Figure 1. Where the registers sit (run 1).
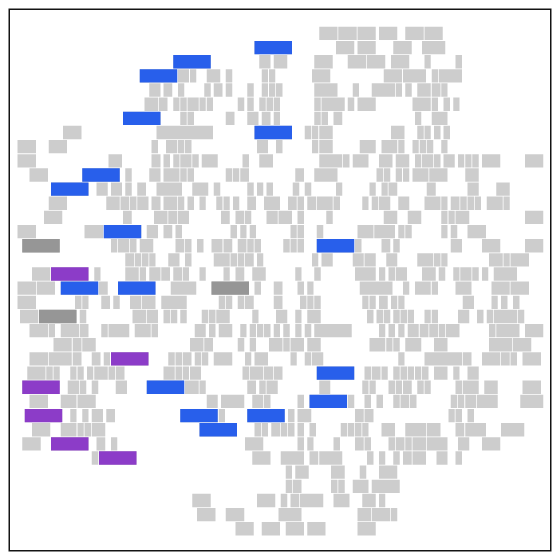
Figure 2. Routed metal per tile (run 1).
Scale bar: 20 um. The die is cut into 21 by 21 equal tiles; black is low, pale yellow is high, scaled to the fullest tile. Values are wire area over tile area, all layers added.
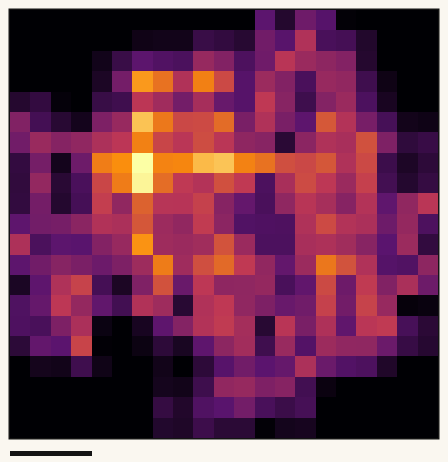
Figure 3. Placement view (run 1).
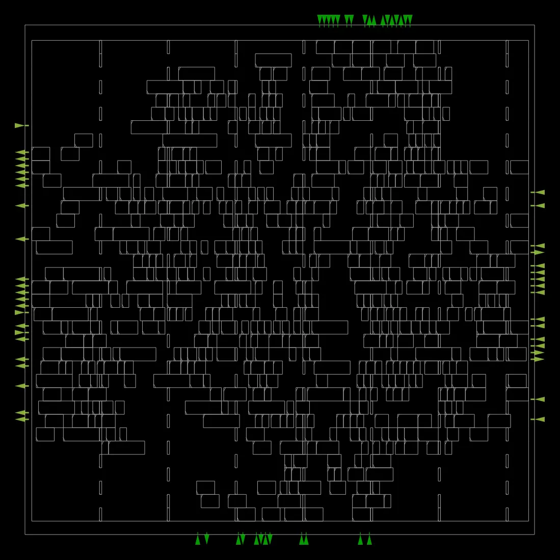
--- src/rtl/timing_control.sv ---
// Carrier-locked timebase: counts carrier pulses into seconds and minutes and
// raises BRAM write strobes. Optional macro TIMING_CONTROL_FREQ_CLAMP_EN.
module timing_control (
  input  logic        clk,
  input  logic        rst,
  input  logic        msf_carrier_pulse,
  input  logic [16:0] msf_frequency,
  input  logic [16:0] low_time,
  output logic [16:0] msf_carrier_counter,
  output logic        one_sec_marker,
  output logic [5:0]  second_counter,
  output logic [3:0]  write_second_bram,
  output logic [3:0]  write_minute_bram
);

  logic [16:0] cnt_q, cnt_d;
  logic        mark_q, mark_d;
  logic [5:0]  sec_q, sec_d;
  logic [3:0]  wsec_q, wsec_d;
  logic [3:0]  wmin_q, wmin_d;
  logic [16:0] termVal;
  logic        freqValid;
  logic        terminal;

  // A zero frequency has no terminal value, so it must never be compared against.
  always_comb begin
    termVal   = msf_frequency - 17'd1;
    freqValid = |msf_frequency;
`ifdef TIMING_CONTROL_FREQ_CLAMP_EN
    terminal  = freqValid && (cnt_q >= termVal);
`else
    terminal  = freqValid && (cnt_q == termVal);
`endif
  end

  always_comb begin
    cnt_d  = cnt_q;
    sec_d  = sec_q;
    mark_d = 1'b0;
    wsec_d = 4'h0;
    wmin_d = 4'h0;
    if (msf_carrier_pulse) begin
      if (!freqValid) begin
        cnt_d = 17'd0;
      end else if (terminal) begin
        cnt_d  = 17'd0;
        mark_d = 1'b1;
        if (sec_q == 6'd59) begin
          sec_d  = 6'd0;
          wmin_d = 4'hF;
        end else begin
          sec_d = sec_q + 6'd1;
        end
      end else begin
        cnt_d = cnt_q + 17'd1;
      end
      // A zero capture point only counts at a real boundary, not the natural 2^17 wrap.
      if (freqValid && (low_time < msf_frequency) && (cnt_d == low_time) &&
          (terminal || (low_time != 17'd0))) begin
        wsec_d = 4'hF;
      end
    end
  end

  always_ff @(posedge clk) begin
    if (rst) begin
      cnt_q  <= 17'd0;
      sec_q  <= 6'd0;
      mark_q <= 1'b0;
      wsec_q <= 4'h0;
      wmin_q <= 4'h0;
    end else begin
      cnt_q  <= cnt_d;
      sec_q  <= sec_d;
      mark_q <= mark_d;
      wsec_q <= wsec_d;
      wmin_q <= wmin_d;
    end
  end

  assign msf_carrier_counter = cnt_q;
  assign one_sec_marker      = mark_q;
  assign second_counter      = sec_q;
  assign write_second_bram   = wsec_q;
  assign write_minute_bram   = wmin_q;

endmodule

--- config.mk ---
export PLATFORM = sky130hd
export DESIGN_NAME = timing_control
export DESIGN_NICKNAME = d
export VERILOG_FILES = /design/src/rtl/timing_control.sv
export SDC_FILE = /design/constraint.sdc
export NUM_CORES = 1
export LEC_CHECK = 0
export ABC_AREA = 1
export CAP_MARGIN = 20
export CORE_UTILIZATION = 30
export CTS_CLUSTER_DIAMETER = 40
export CTS_CLUSTER_SIZE = 28
export DETAILED_ROUTE_END_ITERATION = 12
export PLACE_DENSITY = 0.58
export SYNTH_ARGS = -nofsm -noshare
export SYNTH_HDL_FRONTEND = slang
export SYNTH_SLANG_ARGS = --single-unit
--- constraint.sdc ---
create_clock -name clk -period 3 [get_ports clk]
set_input_delay 0.6 -clock clk [delete_from_list [all_inputs] [get_ports clk]]
set_output_delay 0.6 -clock clk [all_outputs]
set_load 0.05 [all_outputs]
==> flow_summary.yaml, run 1 <==
# implementation run metrics
status:
  status: "finished clean"
worst_setup_path:
  path_delay_family: "simple AND/OR/NAND/NOR gates"
  path_depth: 18
  cp_cell_sequence: "clkdlybuf4s50_1 > inv_1 > ha_2 > nand2_4 > nor2_8 > nand3b_1 > nand2_1 > buf_4 > nand2_1 > nor3_1 > nand2_2 > nand2_1 > nand2_1 > nand2_1 > nand2_1 > nor2_1 > nand3_1 > nor2_1"
  cp.required_ps: 3220
  cp-start-kind: "input pin"
  timing.rr.end: "write_second_bram[2]"
  r2r_start: "msf_carrier_counter[0]"
yosys:
  synth_warnings: 0
  fp_nets: 585
  top_cells_by_area: "nand2_1 19%, dfxtp_1 17%, inv_1 10%, ha_1 7.6%, nand3_1 6.9%"
  yosys_cells: 529
  syn_area_mm2: 0.00311
  synth_dominant_cell_count: "nand2_1"
  yosysUniqueCellTypes: 37
  async_flop_share_pct: 0
  flop_cell: "dfxtp_1"
grt:
  grt-ovfl-total: 0
  grt_pass1_vias: 3488
  antenna_found_initial: 0
clock_network:
  clkSlewWorstSetupHoldPaths_ps: 100
  htreeDepth: 1
  ctsHoldBuffers: 0
  cts_tree: "done"
place:
  dpl.hpwl_um: 8700
  place_congestion: 0.955
pwr:
  p_per_area_mw_per_mm2: 220
  vdd_drop_max_mv: 0.188
route:
  vias: 3596
  wirelength_um: 10500
cells_and_area:
  antenna_cells: 0
timing:
  slew_headroom_pct: 57.8
  skew_ps: 7.21
  hold_violations: 0
## Picture notes: Figure 1
blue -> `msf_carrier_counter`  # sequential cells 17
purple -> `second_counter`  # sequential cells 6, where bottom left
not coloured = 3

## Picture notes: Figure 2
fullest tile = 0.56
tiles over half the peak = 14%
densest ninth of the die = middle
mean over tiles = 0.15
emptiest ninth of the die = bottom left

## Picture notes: Figure 3
core footprint: 0.00991 mm^2
final core utilization: 43.0%
final cell count without fillers: 760
number of fill cells in the layout: 1061
# Taps: 133

==> run 1: tightest hold or removal path, delay by kind of cell (launching register included) <==
kind | cells | cell delay (ps)
AND/OR/NAND/NOR | 1 | 90
flip-flops | 1 | 370
AND-OR/OR-AND | 1 | 50
==> run 1: what timing repair did <==
item	4_1_cts	5_1_grt
setup endpoints to repair	0	1
resized	0	6
endpoints found under the hold margin	0	0
==> run 1: worst min path at each step <==
| stage | start | to | slack [ps] | depth (start not counted) |
|---|---|---|---|---|
| floorplan | rst | second_counter[2] | 670 | 1 |
| CTS | second_counter[0] | second_counter[0] | 550 | 2 |
| global route | second_counter[5] | second_counter[5] | 580 | 2 |
| detailed placement | second_counter[0] | second_counter[0] | 530 | 2 |
| global placement | second_counter[0] | second_counter[0] | 520 | 2 |
| finish | second_counter[0] | second_counter[0] | 550 | 2 |
==> run 1: cell type report <==
class / instances / area share [%]
multi-input cells: 401 / 51.0
repair buffers: 108 / 23.4
flip-flops and latches: 26 / 12.2
inverters: 88 / 7.75
well taps: 133 / 3.90
clock buffers: 3 / 0.969
clock inverters: 1 / 0.705
==> run 1: power breakdown <==
| group | switching, mW | internal [mW] |
|---|---|---|
| registers | 0.00453 | 0.347 |
| clock network | 0.129 | 0.179 |
| logic | 0.152 | 0.124 |
| total | 0.286 | 0.651 |
==> run 1: through the flow <==
stage               power, mW  instances
CTS                     0.949        760
floorplan               0.503        529
finish                  0.936        760
detailed placement      0.636        756
global route            0.996        760
global placement        0.634        756
==> run 1: layout by cell type (no fill, tap or decap), types with 3 or more instances in the layout <==
cell type | synthesis | routed
nand2_1 | 155 | 154
inv_1 | 83 | 83
clkdlybuf4s50_1 | 0 | 66
nor2_1 | 57 | 56
nand3_1 | 43 | 43
buf_4 | 6 | 39
dfxtp_1 | 26 | 26
ha_1 | 19 | 18
o22ai_1 | 16 | 16
xor2_1 | 15 | 15
nor2_2 | 11 | 11
nand4_1 | 11 | 11
o21ai_0 | 10 | 10
xnor2_1 | 9 | 9
a21oi_1 | 9 | 9
nand3b_1 | 7 | 7
nor2_4 | 5 | 6
nand2_2 | 4 | 5
nor3_1 | 5 | 5
inv_2 | 4 | 4
nand3_2 | 4 | 4
nor4_1 | 4 | 4
a211oi_1 | 4 | 4
clkbuf_8 | 0 | 3
==> run 1: logic make-up after synthesis <==
group,after synthesis,synth area share [%]
xor gates and xnor gates,24,6.76
buffers and inverters,102,13.7
DFF,26,16.7
adders and majority gates,19,7.65
and+or+nand+nor,314,46.7
AOI/OAI and AO/OA,44,8.41
==> run 1: registers in the layout (all words and copies together) (netlist names) <==
register and count:
msf_carrier_counter 17, one_sec_marker 1, second_counter 6, write_minute_bram 1, write_second_bram 1
==> run 1: routing by layer <==
layer | GRT usage (%) | share of wire, % | vias up
met4 | 3.37 | 0.78 | 0
met2 | 34.2 | 48 | 80
met3 | 1.89 | 4.8 | 9
li1 | - | - | 1877
met1 | 26.5 | 47 | 1630
met5 | 0 | 0 | -
==> inputs of run 2 (changes only) <==
--- a/config.mk
+++ b/config.mk
@@ -7,6 +7,7 @@
 export LEC_CHECK = 0
 export ABC_AREA = 1
 export CAP_MARGIN = 20
+export CORE_ASPECT_RATIO = 0.8
 export CORE_UTILIZATION = 30
 export CTS_CLUSTER_DIAMETER = 40
 export CTS_CLUSTER_SIZE = 28
Figure 4. Placement by cell class (run 2).
Fill, decap, tap and diode cells in grey.
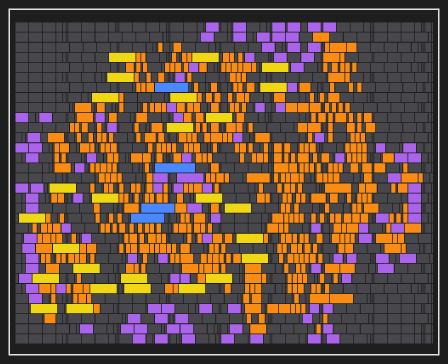
yellow -> sequential cells  # cells 26, share of their area 12%
orange -> combinational and other logic  # cells 489, share of their area 60%
blue -> clock drivers and dummy loads  # cells 4, share of their area 2.5%
purple -> remaining buffers and delay cells  # cells 111, share of their area 25%

Figure 5. Where the registers sit (run 2).
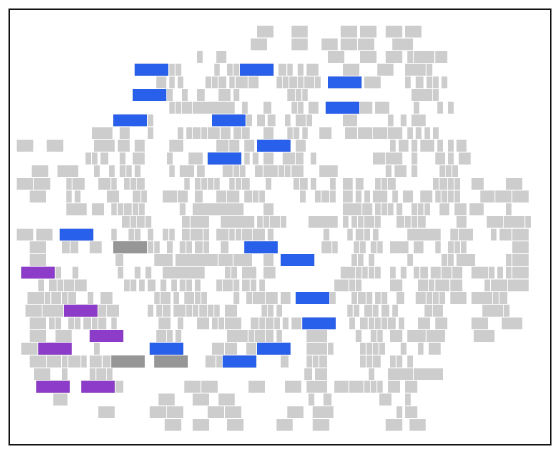
purple -> `second_counter`  # sequential cells 6, where bottom left
blue -> `msf_carrier_counter`  # sequential cells 17
not coloured = 3

==> run 2 against run 1 <==
Net effect: final cell count rose by 0.79%; wire length barely moved; sequential cell count did not move; critical path depth did not move; critical endpoint unchanged; sequential share of layout area fell by 0.21 points; setup slack improved by 30 ps; critical path type unchanged; first-iteration DRC count rose by 4.9%; via count rose by 1.6%; combinational power rose by 4%; sequential power barely moved; die area barely moved.
==> flow_summary.yaml, run 2 <==
# implementation run metrics
route:
  wirelength_um: 10500
yosys:
  flop_cell: "dfxtp_1"
  async_flop_share_pct: 0
  top_cells_by_area: "nand2_1 19%, dfxtp_1 17%, inv_1 10%, ha_1 7.6%, nand3_1 6.9%"
  ys_sh_xor_pct: 6.76
  fp_nets: 585
  synth_warnings: 0
clock_network:
  clkSlewWorstSetupHoldPaths_ps: 70
  htreeDepth: 1
cells_and_area:
  lay_top_count: "nand2_1"
  largest_reg_flops: 17
  final_cells: 766
grt:
  grt-ovfl-total: 0
  antenna_found_initial: 0
worst_setup_path:
  r2r_start: "msf_carrier_counter[1]"
  cp_cell_sequence: "clkdlybuf4s50_1 > inv_1 > ha_1 > nand2_1 > nor2_1 > o21ai_0 > o211ai_1 > nand2_1 > nand2_1 > nand2_1 > nand2_1 > nand2_1 > nand2_1 > a21oi_2 > nand3_1 > nor2_1 > nand3_1 > nor2_1"
timing:
  skew_ps: 4.25
  hold_violations: 0
status:
  status: "finished clean"
place:
  post-place-cells: 761
pwr:
  vdd_drop_max_mv: 0.309
  power.total_mw: 1.05
worst_hold_path:
  min_to: "second_counter[0]"
  min_from: "second_counter[0]"
floorplan:
  core_area_mm2: 0.00985
Figure 6. Placement view (run 2).
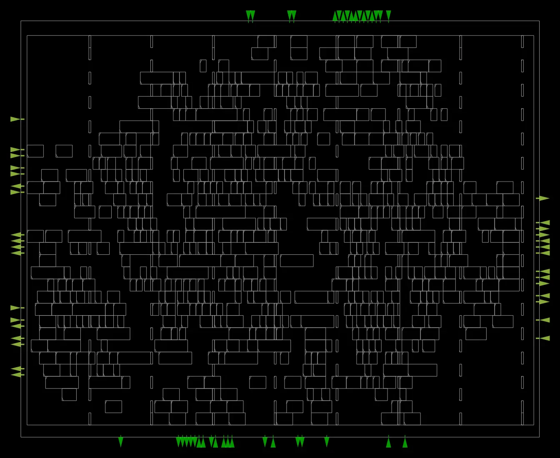
Seq/total area: 12.0%
number of fill cells in the layout: 1085
flip-flops: 26
final core utilization: 44.0%

## run 2: cell types whose count changed in the layout (fill, tap and decap cells not counted)
cell / delta
clkbuf_16: +3
nand3_2: -1
clkbuf_8: -3
buf_4: +1
buf_6: +2
nand3_4: +1
## run 2: power breakdown
part	switching [mW]	internal [mW]
combinational	0.159	0.128
clock	0.143	0.266
sequential	0.00439	0.347
## run 2: layout make-up
cell class	count	area [um^2]	share of cell area (%)
well taps	136	170	3.92
repair buffers	111	1030	23.7
multi-input cells	401	2180	50.3
flip-flops and latches	26	520	12.0
clock inverters	1	30.0	0.692
inverters	88	330	7.62
clock buffers	3	75.1	1.73
## run 2: per-layer routing
layer / vias up / GRT usage [%] / routed length, um
met5: - / 0 / 0
met4: 0 / 5.02 / 150
met3: 18 / 2.92 / 688
met2: 110 / 31.9 / 4500
met1: 1638 / 28.9 / 5130
li1: 1886 / - / -
## run 2: how the worst max path moves through the flow
| stage | endpoint | from | slack, ps | cells after the start |
|---|---|---|---|---|
| after CTS | write_second_bram[2] | msf_frequency[0] | 150 | 19 |
| final | write_second_bram[2] | msf_frequency[4] | 280 | 18 |
| after detailed placement | write_second_bram[2] | msf_frequency[2] | -90 | 19 |
| after global placement | write_second_bram[2] | msf_frequency[2] | -80 | 19 |
| after global routing | write_second_bram[2] | msf_frequency[5] | 4 | 19 |
| after floorplan | write_second_bram[2] | msf_carrier_counter[1] | 500 | 16 |
## run 2: kinds of logic (layout without fill, tap and decap cells)
family | after synthesis | count (layout)
XOR/XNOR | 24 | 24
buffers and inverters | 102 | 203
AND-OR/OR-AND | 44 | 44
flip-flops | 26 | 26
AND/OR/NAND/NOR | 314 | 314
adder cells (fa/ha/maj) | 19 | 19
## run 2: critical path: cells and delay by family
kind                     cells  cell delay (ps)
adder cells (fa/ha/maj)      1              320
AND-OR/OR-AND                3              330
AND/OR/NAND/NOR             12             1000
buffers and inverters        2              670
## run 2: metrics by stage
step | setup slack [ps] | hold WS (ps) | cell area [um^2] | utilization [%] | TNS [ps]
global placement | -84.4 | 514 | 4180 | 42.4 | -84.4
detailed placement | -92.0 | 511 | 4180 | 42.4 | -102
floorplan | 504 | 669 | 3110 | - | 0
finish | 277 | 533 | 4340 | 44.0 | 0
CTS | 152 | 528 | 4280 | 43.5 | 0
global route | 3.92 | 559 | 4340 | 44.0 | 0
## run 2: what timing repair did
action,CTS,global route
gates resized,0,9
setup buffers,0,1
setup endpoints to repair,0,1
hold buffers,0,0
==> inputs of run 3 (changes only) <==
--- a/config.mk
+++ b/config.mk
@@ -12,7 +12,6 @@
 export CTS_CLUSTER_DIAMETER = 40
 export CTS_CLUSTER_SIZE = 28
 export DETAILED_ROUTE_END_ITERATION = 12
-export PLACE_DENSITY = 0.58
 export SYNTH_ARGS = -nofsm -noshare
 export SYNTH_HDL_FRONTEND = slang
 export SYNTH_SLANG_ARGS = --single-unit
Figure 7. Placement by cell class (run 3).
Fill, decap, tap and diode cells in grey.
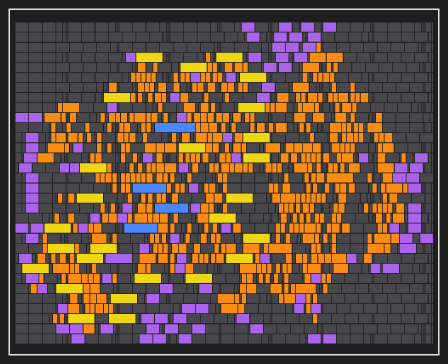
blue -> clock drivers and dummy loads  # cells 4, share of their area 2.6%
yellow -> sequential cells  # cells 26, share of their area 13%
orange -> combinational and other logic  # cells 489, share of their area 61%
purple -> remaining buffers and delay cells  # cells 105, share of their area 24%

Figure 8. Placement view (run 3).
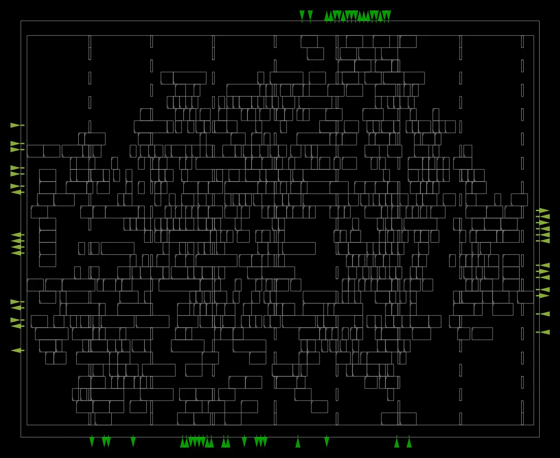
Seq/total area: 12.2%
Core Rows: 32
core footprint: 0.00985 mm^2

==> run 3 against run 2 <==
Net effect: area after synthesis unchanged; sequential cell count unchanged; synthesized cell count unchanged; total power decreased by 1.1%; critical endpoint unchanged.
==> flow_summary.yaml, run 3 <==
# implementation run metrics
worst_setup_path:
  cp_cell_sequence: "clkdlybuf4s50_1 > inv_1 > buf_4 > nand3_2 > buf_4 > nand2_1 > nand2_1 > nand3_1 > nor2_2 > nand2_2 > nor2_4 > nand3_4 > buf_12 > nand3_1 > nand2_1 > inv_2 > nand2_1 > nor2_1 > nand3_1 > nor2_1"
  cp-start-kind: "input pin"
  crit_start: "msf_frequency[0]"
  r2r_start: "msf_carrier_counter[0]"
  timing.rr.end: "write_second_bram[2]"
  crit_path_end: "write_second_bram[2]"
route:
  wirelength_um: 10300
  vias: 3596
status:
  status: "finished clean"
timing:
  hold_violations: 0
  skew_ps: 5.05
  hold_slack_ps: 524
yosys:
  yosys_cells: 529
  syn_area_mm2: 0.00311
  fp_nets: 585
  top_cells_by_area: "nand2_1 19%, dfxtp_1 17%, inv_1 10%, ha_1 7.6%, nand3_1 6.9%"
  synth_warnings: 0
clock_network:
  htreeDepth: 1
  ctsHoldBuffers: 0
pwr:
  p_per_area_mw_per_mm2: 243
place:
  post-place-cells: 756
  place_area_mm2: 0.00415
cells_and_area:
  finish.instance_area_mm2: 0.00427
  antenna_cells: 0
  lay_top_count: "nand2_1"
  largest_reg_flops: 17
grt:
  grt-ovfl-total: 0
  grt_pass1_vias: 3413
Figure 9. Where the registers sit (run 3).
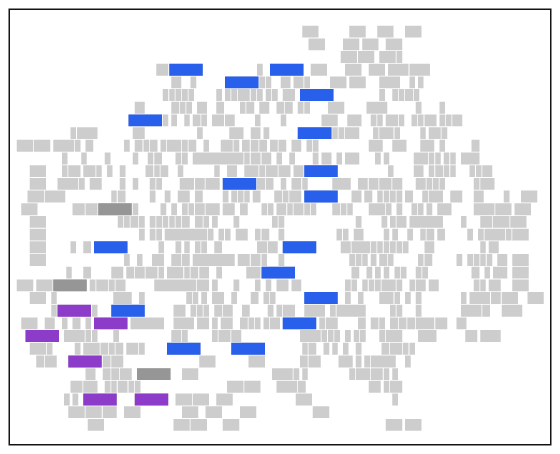
purple -> `second_counter`  # sequential cells 6, where bottom left
blue -> `msf_carrier_counter`  # sequential cells 17
not coloured = 3

[run 3: cell families (layout without fill, tap and decap cells)]
family | after synthesis | in the layout | share of synthesized area [%]
buffers and inverters | 102 | 197 | 13.7
xor gates and xnor gates | 24 | 24 | 6.76
DFF | 26 | 26 | 16.7
AOI/OAI and AO/OA | 44 | 44 | 8.41
and+or+nand+nor | 314 | 314 | 46.7
adders and majority gates | 19 | 19 | 7.65
[run 3: routing by layer]
layer	share of wire (%)	GRT usage (%)
met2	44	31.5
met4	0.70	3.21
met1	48	28.6
met5	0	0
met3	7.0	2.01
[run 3: area by class of cell]
type	instances	area (um^2)
Clock buffer	3	75.1
Clock inverter	1	30.0
Fill cell	1067	5580
Inverter	88	330
Multi-Input combinational cell	401	2170
Sequential cell	26	520
Tap cell	136	170
Timing Repair Buffer	105	976
[run 3: how the worst min path moves through the flow]
stage	slack [ps]	end	cells after the start	from
after detailed placement	520	second_counter[0]	2	second_counter[0]
final	520	second_counter[0]	2	second_counter[0]
after CTS	530	second_counter[0]	2	second_counter[0]
after floorplan	670	second_counter[2]	1	rst
after global placement	510	second_counter[0]	2	second_counter[0]
after global routing	570	second_counter[0]	2	second_counter[0]
[run 3: worst max-delay path, delay by kind of cell]
family        cells  cell delay (ps)
simple gates     14             1300
buf+inv           6             1090
[run 3: where the power goes]
part           total, mW  switching (mW)  leakage, nW  internal, mW
logic              0.279           0.156         1.77         0.123
registers          0.352         0.00475        0.210         0.347
clock network      0.406           0.139       0.0511         0.266
total               1.04           0.300         2.03         0.736
[run 3: what timing repair did]
action / CTS / global route
buffers inserted: 0 / 0
gates resized: 0 / 5
endpoints found under the setup margin: 0 / 2
endpoints found under the hold margin: 0 / 0
[run 3: through the flow]
| stage | utilization [%] | setup WS (ps) | setup TNS (ps) | power [mW] |
|---|---|---|---|---|
| floorplan | - | 504 | 0 | 0.503 |
| global placement | 42.2 | -75.8 | -251 | 0.635 |
| detailed placement | 42.2 | -91.8 | -364 | 0.638 |
| CTS | 43.2 | 161 | 0 | 1.04 |
| global route | 43.4 | 8.38 | 0 | 1.09 |
| finish | 43.4 | 224 | 0 | 1.04 |
Power and IR drop assume default switching activity.
